### src/rtl/stopwatch_ctrl.sv
// Stopwatch control: synchronizes and debounces the front-panel inputs and sequences
// IDLE/RUN/PAUSE/ADJUST, generating count, adjust, clear and blink strobes.
//
// state  | meaning
// IDLE   | cleared, waiting for first pause press
// RUN    | counting, count_en every TICK_DIV cycles
// PAUSE  | holding, partial second retained
// ADJUST | field edit, adj_en and blink every ADJ_DIV cycles
module stopwatch_ctrl #(
    parameter int TICK_DIV  = 100000000,
    parameter int ADJ_DIV   = 50000000,
    parameter int DB_CYCLES = 1000000
) (
    input  logic       clk,
    input  logic       rst,
    input  logic       btn_pause,
    input  logic       btn_clr,
    input  logic       sw_adj,
    input  logic       sw_sel,
    output logic       paused,
    output logic       count_en,
    output logic       adj_en,
    output logic       adj_sel,
    output logic       clr,
    output logic       blink,
    output logic [1:0] state
);
    localparam int DIV_MAX = (TICK_DIV > ADJ_DIV) ? TICK_DIV : ADJ_DIV;
    localparam int PW      = (DIV_MAX > 1) ? $clog2(DIV_MAX) : 1;
    localparam int DW      = (DB_CYCLES > 1) ? $clog2(DB_CYCLES) : 1;
    localparam logic [PW-1:0] TICK_TC = PW'(TICK_DIV - 1);
    localparam logic [PW-1:0] ADJ_TC  = PW'(ADJ_DIV - 1);
    localparam logic [DW-1:0] DB_TC   = DW'(DB_CYCLES - 1);

    typedef enum logic [1:0] {
        S_IDLE   = 2'd0,
        S_RUN    = 2'd1,
        S_PAUSE  = 2'd2,
        S_ADJUST = 2'd3
    } state_t;

    // bit 0 = pause, 1 = clear, 2 = adjust switch, 3 = field select
    logic [3:0]    sync1, sync2;
    logic [2:0]    db_lvl;
    logic [1:0]    db_lvl_d;
    logic [DW-1:0] db_cnt [3];
    logic [1:0]    blocked;
    logic [1:0]    settle;
    logic          rst_d;
    logic [1:0]    press;
    logic          pause_press, adj_lvl;

    state_t        state_q, state_nxt;
    logic [PW-1:0] presc, presc_nxt;
    logic          blink_q, blink_nxt;

    always_ff @(posedge clk) begin
        if (rst) begin
            sync1    <= '0;
            sync2    <= '0;
            db_lvl   <= '0;
            db_lvl_d <= '0;
            for (int i = 0; i < 3; i++) db_cnt[i] <= '0;
            blocked  <= 2'b11;
            settle   <= '0;
            rst_d    <= 1'b1;
            adj_sel  <= 1'b0;
        end else begin
            sync1    <= {sw_sel, sw_adj, btn_clr, btn_pause};
            sync2    <= sync1;
            db_lvl_d <= db_lvl[1:0];
            rst_d    <= 1'b0;
            adj_sel  <= sync2[3];
            if (settle != 2'd2) settle <= settle + 2'd1;
            for (int i = 0; i < 3; i++) begin
                if (sync2[i] == db_lvl[i]) begin
                    db_cnt[i] <= '0;
                end else if (db_cnt[i] == DB_TC) begin
                    db_lvl[i] <= sync2[i];
                    db_cnt[i] <= '0;
                end else begin
                    db_cnt[i] <= db_cnt[i] + DW'(1);
                end
            end
            // A button held through reset stays blocked until it is seen released
            // once the synchronizer has flushed its reset zeros.
            for (int i = 0; i < 2; i++) begin
                if (settle == 2'd2 && !sync2[i] && !db_lvl[i]) blocked[i] <= 1'b0;
            end
        end
    end

    assign press       = db_lvl[1:0] & ~db_lvl_d & ~blocked;
    assign pause_press = press[0];
    assign adj_lvl     = db_lvl[2];
    assign clr         = press[1] | rst_d;

    always_ff @(posedge clk) begin
        if (rst) begin
            state_q <= S_IDLE;
            presc   <= '0;
            blink_q <= 1'b0;
        end else begin
            state_q <= state_nxt;
            presc   <= presc_nxt;
            blink_q <= blink_nxt;
        end
    end

    always_comb begin
        state_nxt = state_q;
        presc_nxt = presc;
        blink_nxt = blink_q;
        count_en  = (state_q == S_RUN) && (presc == TICK_TC) && !clr;
        adj_en    = (state_q == S_ADJUST) && (presc == ADJ_TC) && !clr;
        if (clr) begin
            state_nxt = S_IDLE;
            presc_nxt = '0;
            blink_nxt = 1'b0;
        end else begin
            case (state_q)
                S_IDLE: begin
                    presc_nxt = '0;
                    if (pause_press)  state_nxt = S_RUN;
                    else if (adj_lvl) state_nxt = S_ADJUST;
                end
                S_RUN: begin
                    if (pause_press) begin
                        // keep the partial second, but a completed one must not recount
                        state_nxt = S_PAUSE;
                        if (presc == TICK_TC) presc_nxt = '0;
                    end else begin
                        presc_nxt = (presc == TICK_TC) ? '0 : presc + PW'(1);
                    end
                end
                S_PAUSE: begin
                    if (pause_press) begin
                        state_nxt = S_RUN;
                    end else if (adj_lvl) begin
                        state_nxt = S_ADJUST;
                        presc_nxt = '0;
                    end
                end
                S_ADJUST: begin
                    if (!adj_lvl) begin
                        state_nxt = S_PAUSE;
                        presc_nxt = '0;
                        blink_nxt = 1'b0;
                    end else if (presc == ADJ_TC) begin
                        presc_nxt = '0;
                        blink_nxt = ~blink_q;
                    end else begin
                        presc_nxt = presc + PW'(1);
                    end
                end
                default: state_nxt = S_IDLE;
            endcase
        end
    end

    assign state  = state_q;
    assign paused = (state_q != S_RUN);
    assign blink  = blink_q;
endmodule

### config.mk
export PLATFORM = sky130hd
export DESIGN_NAME = stopwatch_ctrl
export DESIGN_NICKNAME = d
export VERILOG_FILES = /design/src/rtl/stopwatch_ctrl.sv
export SDC_FILE = /design/constraint.sdc
export NUM_CORES = 1
export LEC_CHECK = 0
export ABC_AREA = 1
export CELL_PAD_IN_SITES_DETAIL_PLACEMENT = 1
export CELL_PAD_IN_SITES_GLOBAL_PLACEMENT = 2
export CORE_UTILIZATION = 38
export CTS_BUF_LIST = sky130_fd_sc_hd__clkbuf_8
export DETAILED_ROUTE_END_ITERATION = 8
export PLACE_DENSITY = 0.9
export SLEW_MARGIN = 15
export SYNTH_ARGS = -nofsm -noshare
export SYNTH_HDL_FRONTEND = slang
export SYNTH_SLANG_ARGS = --single-unit
### constraint.sdc
create_clock -name clk -period 2.13 [get_ports clk]
set_input_delay 0.213 -clock clk [delete_from_list [all_inputs] [get_ports clk]]
set_output_delay 0.213 -clock clk [all_outputs]
set_load 0.01 [all_outputs]
**Zoomed window**

Region (53, 53) to (78, 78) microns. Cells in grey, sequential cells in the stronger grey; small squares are vias.
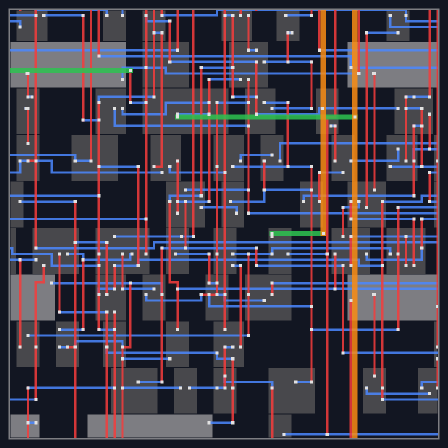
M1: shown in blue. M4: shown in orange. M3: shown in green. M2: shown in red.
53 logic cells have their middle in the window. Most frequent: nand2_1 (10), nor2_1 (8), inv_1 (7). Netlist names of flops here include `presc` (3), `state` (1). Sequential cells in the window: 4.

**Routing congestion**

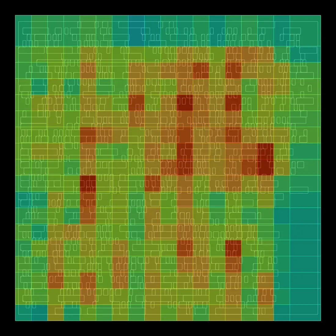
GRT met1 Usage: 0.2765
global-route met3 utilization: 0.02199
Most Crowded Layer GR: met2
core utilization of the finished layout: 0.4624

**M2 wires**

Scale: 3 px per micron.
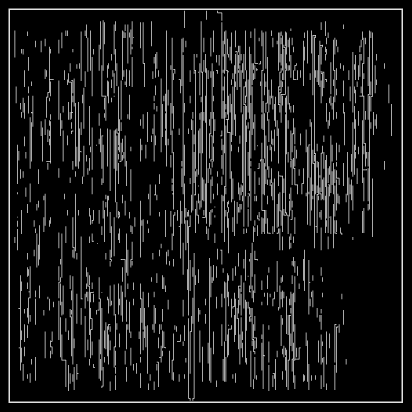
The wires run mostly vertical. The layer carries 7340 microns of wire. 809 nets have wire on it. The longest straight run is 51.7 microns. The layer holds 46% of the routed length.
GRT met2 Usage: 0.3327
aggregate routed wire length: 15910 microns
vias: 5633

==> run notes <==
Synthesis and place-and-route results.

- The run finished with clean final reports.
- The CTS sink count is approximately 110.
- The clock tree skew after final layout is 0.01418 ns.
- Per the detail_route report, vias per standard cell equal 4.778.
- The net switching power is about 0.00095 W.
- The average cell area after synthesis is 7.348 sq um.
- The most common flop cell mapped by yosys is sky130_fd_sc_hd__edfxtp_1.
- The count of placed standard cells including taps is 1163.
- The detailed router reports a met3 wire length of roughly 230 microns.
- The last timing report of the flow puts the setup violation total at 0.
- The via count of the first global-routing pass is ~5600.
- The timing report attributes the biggest portion of critical-path delay to simple AND/OR/NAND/NOR gates.
- Leaving out fill and tap cells, the most frequent cells in the layout are 200 x sky130_fd_sc_hd__nand2_1, 151 x sky130_fd_sc_hd__nor2_1, 106 x sky130_fd_sc_hd__inv_1.
- For the final routed database, the setup TNS stands at 0 ns.
- No sink is reached through more buffers than the 2 on the longest clock path.
- In the final report, the number of hold violations comes to 0.
- The maximum fanout along the worst path is 3.
- The switching power as a share of total power is 0.2358.
- The number of hold buffers added after CTS is 0.
- The startpoint class of the critical path is a flop.
- Summed over all nets, the half-perimeter wirelength after detailed placement is 12330 microns.
- Per the OpenROAD timing report, the critical path contains 7 cells.
- The critical path is of the flop to primary output type.
- For reference, the final report shows the max-slew violation count at 0.
- The cell sitting at the root of the clock tree is a sky130_fd_sc_hd__clkbuf_8.
- Setup slack on the worst path after placement came out at between 0.008 and 0.009 ns.
- In the floorplan report the effective utilization is 0.3922.
- The power share of the combinational group is 0.051.
- The power in the clock group is 0.00146 W.
- The clock tree from TritonCTS is done.
- The chip area line in the Yosys stat output reads 0.006275 sq mm.
- The number of distinct library cell variants in the gate-level netlist after synthesis is 40.
- The antenna cell count is 0.
- The tightest slew margin relative to the limit is 0.6530.
- The highest-delay cell along the critical path is sky130_fd_sc_hd__dfxtp_1.
- The number of storage elements in the synthesis netlist is 109.
- The worst hold margin is ~0.34 ns.
- The report lists the power per cell area as 543.7 mW/mm^2.
- For the worst-skew pair, the clock arrives at the later sink with an insertion delay of 0.39 ns.
- Data on the critical path is required at its endpoint by 1.92 ns.
- The final layout net count is between 900 and 1000.
- On the worst setup and hold paths after CTS, the clock-pin slew comes to 0.10 ns.
- By instance count after routing, the leading logic cell type is sky130_fd_sc_hd__nand2_1.
- The number of input and output port buffers inserted is 13.
- In this run the worst hold path is classified as input port to flop.
- The post-detailed-placement cell area is around 0.007 sq mm.
- The overflow left after global routing is 0.
- The critical path arrival is 1.81 ns.
- The number of instances in the synthesized netlist is around 850.
- Once layout is complete, the cells apart from fillers number about 1200.
- The hold path depth is 3.
- The die is 130.5 microns tall.
- Summed over all sequential cells, the power is roughly 0.0024 W.
- The area growth from synthesis to layout is 17.91%.
- The synthesis warning total is 0.
- For the worst reg-to-reg path, the endpoint reported by OpenROAD is presc[11].
==> cell usage after synthesis (all sizes together) (2+ instances only) <==
cell type  count  area (sq um)
nand2        209         814.5
nor2         162         651.9
inv          105         394.1
edfxtp        60          1802
nand3         51         255.2
dfxtp         49         980.9
nand4         41         256.5
a21oi         34         170.2
nor3          30         155.1
xor2          23         201.4
o21ai         14         70.06
or2            9         56.31
xnor2          9         78.83
a31oi          8         50.05
buf            8         52.55
clkbuf         7         26.28
nor4           7         43.79
nor3b          6         45.04
ha             5         62.56
and2           3         18.77
clkinv         3         12.51
nand3b         3         22.52
a211oi         2         15.01
and3           2         12.51
==> layout make-up <==
cell class	count	area, sq um	area share
clock buffer	10	137.6	0.01860
inverter	108	406.6	0.05496
multi-input combinational	681	3279	0.4433
timing repair buffer	49	430.4	0.05818
sequential	109	2786	0.3766
tap	216	270.3	0.03653
clock inverter	6	87.58	0.01184
==> tightest hold or removal path, stage by stage <==
cell and delay, ns:
sky130_fd_sc_hd__clkdlybuf4s50_1 0.39, sky130_fd_sc_hd__inv_1 0.05, sky130_fd_sc_hd__nor2_1 0.03
==> kinds of logic after synthesis <==
group / synth area share
flip-flops: 0.4435
AND/OR/NAND/NOR: 0.3727
other: 0.0005976
AND-OR/OR-AND: 0.05124
buffers and inverters: 0.07737
adder cells (fa/ha/maj): 0.009970
XOR/XNOR: 0.04467
==> registers in the layout, indices dropped and copies added (netlist names) <==
| name | cells |
|---|---|
| blocked | 2 |
| db_lvl_d | 2 |
| blink | 1 |
| sync1 | 4 |
| settle | 2 |
| state | 2 |
| rst_d | 1 |
| db_cnt | 60 |
| db_lvl | 3 |
| sync2 | 4 |
| presc | 27 |
| adj_sel | 1 |
Power figures rest on the tool's default switching activity, not on a simulated workload.
